File: src/rtl/core_pkg.sv
// Shared types and constants for the multicycle core's memory port arbitration.
package core_pkg;

    typedef enum logic [1:0] {IDLE, ACCESS, RESP} arb_state_t;
    typedef enum logic [1:0] {OWN_NONE, OWN_IF, OWN_D} arb_owner_t;

    localparam logic [2:0] WORD_ALIGN_MASK  = 3'b111;
    localparam logic [1:0] INSTR_ALIGN_MASK = 2'b11;

endpackage

File: src/rtl/arb_starve_ctr.sv
// Saturating count of data grants taken while fetch waits; hit forces the next fetch grant.
module arb_starve_ctr #(
    parameter int STARVE_MAX = 3
) (
    input  logic clk,
    input  logic reset,
    input  logic inc,
    input  logic clr,
    output logic hit
);

    logic [3:0] cnt;

    always_ff @(posedge clk or negedge reset) begin
        if (!reset) begin
            cnt <= '0;
        end else if (clr) begin
            cnt <= '0;
        end else if (inc && (cnt != 4'(STARVE_MAX))) begin
            cnt <= cnt + 4'd1;
        end
    end

    assign hit = (cnt == 4'(STARVE_MAX));

endmodule

File: src/rtl/mem_port_arbiter.sv
// Shares one 64-bit memory port between instruction fetch and data load/store,
// with data-over-fetch priority and a bounded starvation window for fetch.
module mem_port_arbiter
    import core_pkg::*;
#(
    parameter int MEM_LAT    = 1,
    parameter int STARVE_MAX = 3
) (
    input  logic        clk,
    input  logic        reset,
    input  logic        if_req,
    input  logic [63:0] if_addr,
    output logic [31:0] if_rdata,
    output logic        if_done,
    output logic        if_err,
    input  logic        d_req,
    input  logic        d_we,
    input  logic [63:0] d_addr,
    input  logic [63:0] d_wdata,
    output logic [63:0] d_rdata,
    output logic        d_done,
    output logic        d_err,
    output logic [63:0] mem_addr,
    output logic [63:0] mem_wdata,
    output logic        mem_wr,
    input  logic [63:0] mem_rdata
);

    // state  | meaning
    // IDLE   | arbitrate pending requests, latch the winner's address/data
    // ACCESS | memory cycle: one-cycle store strobe or MEM_LAT-cycle read
    // RESP   | one-cycle done/err pulse to the owner, requests ignored

    arb_state_t  state, stateNxt;
    arb_owner_t  owner, ownerNxt;
    logic [2:0]  accCnt, accCntNxt;
    logic        lane, laneNxt;
    logic [63:0] memAddrNxt, memWdataNxt, dRdataNxt, grantAddr;
    logic [31:0] ifRdataNxt;
    logic        memWrNxt, ifDoneNxt, dDoneNxt, ifErrNxt, dErrNxt;
    logic        starveHit, grantD, grantIf, starveInc, starveClr, misNow;

    arb_starve_ctr #(.STARVE_MAX(STARVE_MAX)) u_starve (
        .clk   (clk),
        .reset (reset),
        .inc   (starveInc),
        .clr   (starveClr),
        .hit   (starveHit)
    );

    always_comb begin
        grantD    = d_req && (!if_req || !starveHit);
        grantIf   = if_req && !grantD;
        grantAddr = grantD ? d_addr : if_addr;
        misNow    = grantD ? ((d_addr[2:0] & WORD_ALIGN_MASK) != 3'b000)
                           : ((if_addr[1:0] & INSTR_ALIGN_MASK) != 2'b00);
        starveInc = (state == IDLE) && grantD && if_req;
        starveClr = (state == IDLE) && grantIf;
    end

    always_comb begin
        stateNxt    = state;
        ownerNxt    = owner;
        accCntNxt   = accCnt;
        laneNxt     = lane;
        memAddrNxt  = mem_addr;
        memWdataNxt = mem_wdata;
        memWrNxt    = mem_wr;
        ifRdataNxt  = if_rdata;
        dRdataNxt   = d_rdata;
        ifDoneNxt   = 1'b0;
        dDoneNxt    = 1'b0;
        ifErrNxt    = 1'b0;
        dErrNxt     = 1'b0;
        unique case (state)
            IDLE: begin
                if (grantD || grantIf) begin
                    ownerNxt    = grantD ? OWN_D : OWN_IF;
                    memAddrNxt  = {grantAddr[63:3], 3'b000};
                    memWdataNxt = grantD ? d_wdata : 64'd0;
                    laneNxt     = grantAddr[2];
                    if (misNow) begin
                        // misaligned: answer immediately, memory is never touched
                        stateNxt  = RESP;
                        dDoneNxt  = grantD;
                        dErrNxt   = grantD;
                        ifDoneNxt = grantIf;
                        ifErrNxt  = grantIf;
                    end else if (grantD && d_we) begin
                        stateNxt  = ACCESS;
                        memWrNxt  = 1'b1;
                        accCntNxt = 3'd0;
                    end else begin
                        stateNxt  = ACCESS;
                        accCntNxt = 3'(MEM_LAT - 1);
                    end
                end
            end
            ACCESS: begin
                if (accCnt == 3'd0) begin
                    stateNxt = RESP;
                    memWrNxt = 1'b0;
                    if (owner == OWN_IF) begin
                        ifDoneNxt  = 1'b1;
                        ifRdataNxt = lane ? mem_rdata[63:32] : mem_rdata[31:0];
                    end else begin
                        dDoneNxt  = 1'b1;
                        dRdataNxt = mem_wr ? 64'd0 : mem_rdata;
                    end
                end else begin
                    accCntNxt = accCnt - 3'd1;
                end
            end
            RESP: begin
                stateNxt = IDLE;
                ownerNxt = OWN_NONE;
            end
            default: begin
                stateNxt = IDLE;
                ownerNxt = OWN_NONE;
            end
        endcase
    end

    always_ff @(posedge clk or negedge reset) begin
        if (!reset) begin
            state     <= IDLE;
            owner     <= OWN_NONE;
            accCnt    <= '0;
            lane      <= 1'b0;
            mem_addr  <= '0;
            mem_wdata <= '0;
            mem_wr    <= 1'b0;
            if_rdata  <= '0;
            d_rdata   <= '0;
            if_done   <= 1'b0;
            d_done    <= 1'b0;
            if_err    <= 1'b0;
            d_err     <= 1'b0;
        end else begin
            state     <= stateNxt;
            owner     <= ownerNxt;
            accCnt    <= accCntNxt;
            lane      <= laneNxt;
            mem_addr  <= memAddrNxt;
            mem_wdata <= memWdataNxt;
            mem_wr    <= memWrNxt;
            if_rdata  <= ifRdataNxt;
            d_rdata   <= dRdataNxt;
            if_done   <= ifDoneNxt;
            d_done    <= dDoneNxt;
            if_err    <= ifErrNxt;
            d_err     <= dErrNxt;
        end
    end

endmodule

File: config.mk
export PLATFORM = sky130hd
export DESIGN_NAME = mem_port_arbiter
export DESIGN_NICKNAME = d
export VERILOG_FILES = /design/src/rtl/core_pkg.sv /design/src/rtl/arb_starve_ctr.sv /design/src/rtl/mem_port_arbiter.sv
export SDC_FILE = /design/constraint.sdc
export NUM_CORES = 1
export LEC_CHECK = 0
export CORE_AREA = 2 2 191 193
export DETAILED_ROUTE_END_ITERATION = 10
export DIE_AREA = 0 0 193 195
export PLACE_DENSITY_LB_ADDON = 0.12
export SETUP_SLACK_MARGIN = 0.5
export SYNTH_ARGS = -nofsm -noshare
export SYNTH_HDL_FRONTEND = slang
export SYNTH_SLANG_ARGS = --single-unit
File: constraint.sdc
create_clock -name clk -period 1.68 [get_ports clk]
set_input_delay 0.168 -clock clk [delete_from_list [all_inputs] [get_ports clk]]
set_output_delay 0.168 -clock clk [all_outputs]
set_load 0.05 [all_outputs]
==> impl_metrics.yaml <==
# generated from flow reports
routing:
  first_pass_iters: 4
  ant_nets: 0
  drt_iter0_markers: 271
synthesis:
  topCellsByArea: "dfrtp_1 58%, mux2i_1 9.3%, mux2_2 7.0%"
  muxShareOfSynthArea_pct: 16.35
  ys_area_sq_um: 10280
  synth-edff-count: 0
  syn_area_sq_um: 10280
  yosysUniqueCellTypes: 42
  synthFlopType: "dfrtp_1"
  yosysWarnings: 0
  simple_gate_share_pct: 9.562
worst_setup_path:
  critPathRequiredTime_ns: 2.16
  crit_fanout: 6
  critPathMaxStageDelay_ns: 0.42
  worstSetupStartpointType: "flip-flop"
  critical-path-slowest-cell: "dfrtp_1"
  critPathTopFamily: "buffers and inverters"
  crit_path_frequent_cell: "buf_6"
power:
  swShare_pct: 45.74
  power.density_nw_per_um2: 2150
  intPower_mw: 21.06
grt:
  gr-total-overflow: 0
  antenna_found_initial: 1
  grt_max_degree: 60
clock_tree:
  root_buffer: "clkbuf_16"
final_timing:
  timing.final.ws_setup_ns: -0.02911
  setup_viol: 8
min_path:
  holdCritPathClass: "input port to asynchronous set/reset pin"
die:
  core-area_sq_um: 35400
status:
  status: "finished with violations"
  violations: "setup timing"
final_layout:
  clkbuf_count: 44
  logic_gate_count: 542
  seq_cells: 238
  antennaDiodeCount: 1
  area_delta_synth_final_pct: 75.51
==> cells in the mapped netlist (2+ instances only) <==
cell type / number
nor2b_1: 67
nand3_1: 2
mux2i_1: 96
buf_2: 24
nand2_1: 101
buf_6: 15
nand2b_1: 4
o21ai_1: 37
a22o_1: 64
dfrtp_1: 238
o21ai_0: 66
mux2_2: 64
buf_1: 2
nand2b_4: 2
buf_4: 8
nor4b_1: 2
inv_1: 6
clkbuf_1: 15
nor2_1: 9
nor3_1: 2
a21oi_1: 2
ha_1: 3
==> stage by stage <==
stage / setup WS [ns] / hold slack [ns] / util, % / power, mW
floorplan: -0.002814 / -0.1276 / - / 23.10
global placement: -0.3307 / 0.08190 / 44.81 / 30.21
detailed placement: -0.3432 / 0.08545 / 44.81 / 30.36
CTS: -0.02315 / 0.1130 / 48.70 / 37.72
global route: -0.1153 / 0.1352 / 51.00 / 40.67
finish: -0.02911 / 0.1137 / 51.00 / 38.81
==> power by group through the flow <==
| stage | Combinational [mW] | Sequential [mW] | Clock [mW] |
|---|---|---|---|
| global route | 23.6 | 10.3 | 6.79 |
| floorplan | 5.29 | 17.8 | 0 |
| global placement | 20.4 | 9.79 | 0 |
| detailed placement | 20.6 | 9.77 | 0 |
| CTS | 21.3 | 9.88 | 6.54 |
| finish | 22.5 | 9.96 | 6.36 |
==> layer usage <==
| metal | GRT usage (%) | share of wire (%) | vias up |
|---|---|---|---|
| met5 | 0 | 0 | - |
| met4 | 5.752 | 2.9 | 0 |
| met3 | 5.625 | 8.0 | 53 |
| met2 | 32.30 | 49 | 313 |
| met1 | 23.13 | 40 | 4266 |
| li1 | - | - | 4129 |
==> timing repair <==
item	CTS	global route
gates resized	366	114
hold buffers	1	0
buffers inserted	21	33
cloned	4	11
pin swaps	21	16
hold endpoints to repair	238	0
endpoints found under the setup margin	464	464
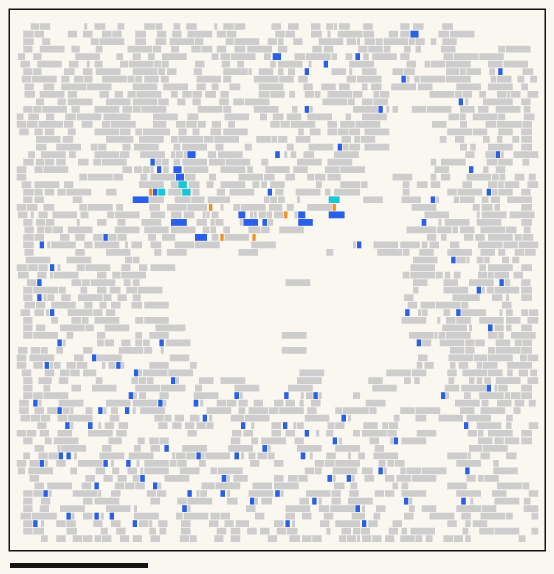
(selected gate families)
Scale bar: 50 um.
| colour | family | cells | most used |
|---|---|---|---|
| cyan | AND and OR gates | 4 | or2_4 |
| blue | inverting AOI/OAI gates | 111 | o21ai_1 |
| orange | inverters | 6 | inv_1 |
final std cells w/o fill: 1906
combinational share of cell area: 23.95%
Top cell excl fill/tap: clkdlybuf4s50_1

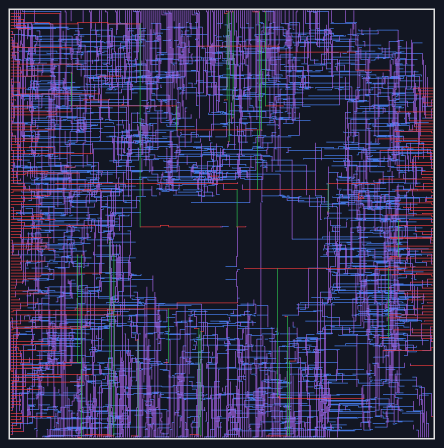
(routed metal, one colour a layer)
| colour | layer | wire length |
|---|---|---|
| green | met4 | 1120 um |
| blue | met1 | 15300 um |
| purple | met2 | 18800 um |
| red | met3 | 3060 um |
Via Count: 8761
wire length per cell: 20.06 um
gr usage total: 19.01%

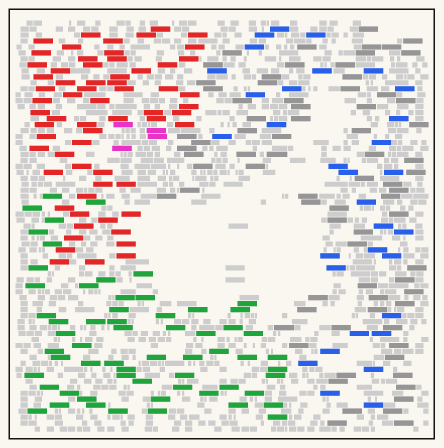
(sequential cells coloured by netlist name)
Other sequential cells in the stronger grey, the rest of the logic in the fainter grey.
| colour | name in the netlist | flops |
|---|---|---|
| magenta | u_starve.cnt | 4 |
| green | mem_addr | 61 |
| blue | if_rdata | 32 |
| red | mem_wdata | 64 |
not coloured: 77
final core utilization: 51.00%
Seq area share: 33.01%
Reg area: 5958 sq um
sequential logic power: 9.96 mW

No activity file was given, so power comes from the tool's default toggle rates.
